--- config.mk ---
export PLATFORM = sky130hd
export DESIGN_NAME = mem_store_buffer
export DESIGN_NICKNAME = d
export VERILOG_FILES = /design/src/rtl/mem_store_buffer.sv
export SDC_FILE = /design/constraint.sdc
export NUM_CORES = 1
export LEC_CHECK = 0
export ABC_AREA = 1
export ABC_CLOCK_PERIOD_IN_PS = 6400
export CORE_UTILIZATION = 55
export DETAILED_ROUTE_END_ITERATION = 7
export MAX_ROUTING_LAYER = met4
export PLACE_DENSITY = 0.8
export SLEW_MARGIN = 20
export SYNTH_ARGS = -nofsm -noshare
export SYNTH_HDL_FRONTEND = slang
export SYNTH_SLANG_ARGS = --single-unit
--- constraint.sdc ---
create_clock -name clk -period 6.4 [get_ports clk]
set_clock_uncertainty 0.15 [all_clocks]
set_input_delay 0.96 -clock clk [delete_from_list [all_inputs] [get_ports clk]]
set_output_delay 0.96 -clock clk [all_outputs]
set_load 0.01 [all_outputs]
--- src/rtl/mem_store_buffer.sv ---
// mem_store_buffer: load/store front end that encodes stores into a small FIFO
// drained one word per cycle, and serves loads directly from data memory.
module mem_store_buffer #(
   parameter int DEPTH = 4,
   parameter int PTR_W = 2
) (
   input  logic        clk,
   input  logic        reset,
   input  logic        req_valid,
   input  logic        req_write,
   input  logic [1:0]  req_type,
   input  logic        req_unsigned,
   input  logic [31:0] req_addr,
   input  logic [31:0] req_wdata,
   output logic        req_ready,
   output logic [31:0] dm_addr,
   output logic [31:0] dm_wdata,
   output logic [3:0]  dm_be,
   output logic        dm_we,
   output logic        dm_re,
   input  logic [31:0] dm_rdata,
   output logic        ld_valid,
   output logic [31:0] ld_data,
   output logic        align_err,
   output logic        sb_empty
);
   logic [29:0]      e_addr [DEPTH];
   logic [3:0]       e_be   [DEPTH];
   logic [31:0]      e_data [DEPTH];
   logic [PTR_W-1:0] wr_ptr, rd_ptr, off;
   logic [PTR_W:0]   count;
   logic             aligned, hazard, st_acc, ld_acc, drain;
   logic [3:0]       st_be;
   logic [31:0]      st_data, ld_ext;
   logic [7:0]       ld_b;
   logic [15:0]      ld_h;

   always_comb aligned = (req_type == 2'b10) | (req_type == 2'b01 ? !req_addr[0] : req_addr[1:0] == 2'b00);

   // an entry is live when its distance from the read pointer is below count
   always_comb begin
      hazard = 1'b0;
      off = '0;
      for (int i = 0; i < DEPTH; i++) begin
         off = PTR_W'(i) - rd_ptr;
         if ({1'b0, off} < count && e_addr[i] == req_addr[31:2]) hazard = 1'b1;
      end
   end

   always_comb begin
      st_acc    = req_valid & req_write & aligned & (count != (PTR_W+1)'(DEPTH));
      ld_acc    = req_valid & !req_write & aligned & !hazard;
      req_ready = req_valid & (!aligned | st_acc | ld_acc);
      drain     = (count != '0) & !ld_acc;
      dm_we     = drain;
      dm_re     = ld_acc;
      dm_addr   = ld_acc ? req_addr : drain ? {e_addr[rd_ptr], 2'b00} : 32'd0;
      dm_be     = drain ? e_be[rd_ptr] : 4'd0;
      dm_wdata  = drain ? e_data[rd_ptr] : 32'd0;
      sb_empty  = count == '0;
   end

   always_comb begin
      st_be   = req_type == 2'b10 ? 4'b0001 << req_addr[1:0] :
                req_type == 2'b01 ? (req_addr[1] ? 4'b1100 : 4'b0011) : 4'b1111;
      st_data = req_type == 2'b10 ? {4{req_wdata[7:0]}} :
                req_type == 2'b01 ? {2{req_wdata[15:0]}} : req_wdata;
      ld_b    = 8'(dm_rdata >> {req_addr[1:0], 3'b000});
      ld_h    = req_addr[1] ? dm_rdata[31:16] : dm_rdata[15:0];
      ld_ext  = req_type == 2'b10 ? {{24{ld_b[7] & !req_unsigned}}, ld_b} :
                req_type == 2'b01 ? {{16{ld_h[15] & !req_unsigned}}, ld_h} : dm_rdata;
   end

   always_ff @(posedge clk)
      if (st_acc) begin
         e_addr[wr_ptr] <= req_addr[31:2];
         e_be[wr_ptr]   <= st_be;
         e_data[wr_ptr] <= st_data;
      end

   always_ff @(posedge clk)
      if (reset) begin
         count     <= '0;
         wr_ptr    <= '0;
         rd_ptr    <= '0;
         ld_valid  <= 1'b0;
         ld_data   <= 32'd0;
         align_err <= 1'b0;
      end else begin
         if (st_acc) wr_ptr <= wr_ptr + 1'b1;
         if (drain) rd_ptr <= rd_ptr + 1'b1;
         count     <= count + (PTR_W+1)'(st_acc) - (PTR_W+1)'(drain);
         ld_valid  <= ld_acc;
         if (ld_acc) ld_data <= ld_ext;
         align_err <= req_valid & !aligned;
      end
endmodule
==> summary.txt <==
Seq cells post-synth - 307
sequential cell area share - 47.7%
status - completed
Slew Limit Headroom - 29.3%
Nets - 1,869
RSZ-0062 raised after global routing - no
clock period minus worst slack - 6020 ps
CTS max path bufs - 3
post-synthesis simple-gate area fraction - 18.7%
ys cells - 1,582
origin of the critical flop-to-flop path - rd_ptr[0]
Sw Ratio - 34.3%
worst hold-check path type - flop to flop
Max stage delay on crit path - 540 ps
chip footprint - 0.0280 mm2
Final Max Tran Viols - 0
Levels on crit path - 12
Biggest Area Class - sequential cells
share of cells above drive strength 1 - 7.93%
mapped cell area - 0.0150 mm2
die width - 167 um
Top pwr grp - combinational cells
comb_multi_in - 1,078
Hold Startpoint - count[2]
Hold Path Stages - 1
Synth Seq Share - 58.5%
power in the clock group - 1940 uW
Max-Cap Viols - 0
Cell Type Count - 39
drt drc - 0
cell chain of the critical path - clkdlybuf4s50_1 > nor2_4 > buf_4 > o22ai_1 > nor3_1 > nand2_1 > nor2_2 > nand2_4 > nand2_4 > buf_4 > o21ai_1 > clkdlybuf4s50_1
clock-cell share of area - 6.04%
Clock Sinks - 307
Non-clock buffers, area share - 12.0%
Post-synth EDFFs - 264
crit start category - input port
CP Class - input port to primary output
Hold Buf Count CTS - 0
-- synthesized netlist by cell type (2+ instances only) --
cell	instances	area, um2
nor3_1	9	45.0
mux2i_1	2	20.0
nor2_2	2	12.5
buf_6	2	22.5
o211ai_1	26	195
a32o_1	7	70.1
ha_1	10	125
buf_4	6	45.0
a21boi_0	2	15.0
clkbuf_1	46	173
a21oi_1	104	521
o21ai_0	127	636
nand2_1	415	1560
nor3_2	37	370
xor2_1	52	455
nand4_1	5	31.3
nand2_4	2	22.5
buf_2	21	105
o21ai_1	35	175
clkbuf_2	4	20.0
xnor2_1	23	201
a31o_2	2	17.5
inv_1	88	330
nand3_1	26	130
nand2_2	2	12.5
or2_1	2	12.5
edfxtp_1	264	7930
o22ai_1	20	125
dfxtp_1	43	861
inv_2	22	82.6
nor2_1	162	608
buf_1	7	26.3
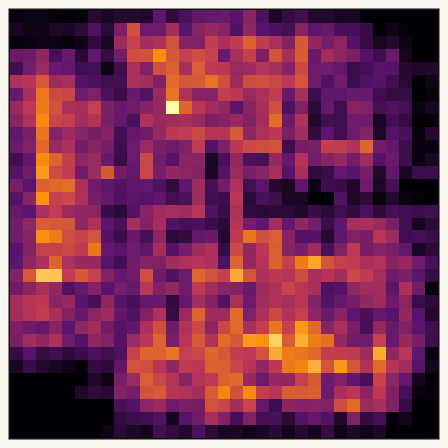
Fig. 1. Wire density map.
33 x 33 tiles, from black (low) to pale yellow (high), scaled to the fullest tile. Values are wire area over tile area, all layers added.
tiles over half the peak: 19%
mean over tiles: 0.25
nearly empty tiles: 7.3%
fullest tile: 0.77
GRT Util Overall: 30.8%
Routed WL: 41.9 mm
Vias: 12,300

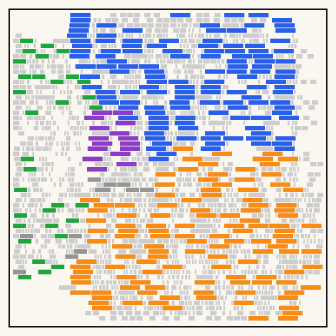
Fig. 2. Sequential cells colored by netlist name.
| netlist name | color | flops |
|---|---|---|
| ld_data | green | 32 |
| e_be | purple | 16 |
| e_addr | orange | 120 |
| e_data | blue | 128 |

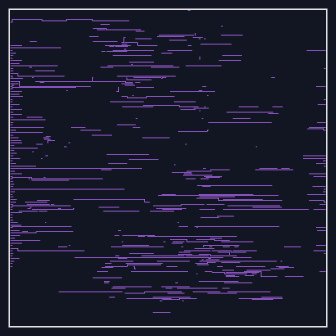
Fig. 3. The metal 3 layer.
share of all routed wire: 9.1%
nets with wire on the layer: 259
longest straight run: 78.4 um
wire length on this layer: 3,830 um
main direction: horizontal

Power is estimated from default activity; no workload was simulated.
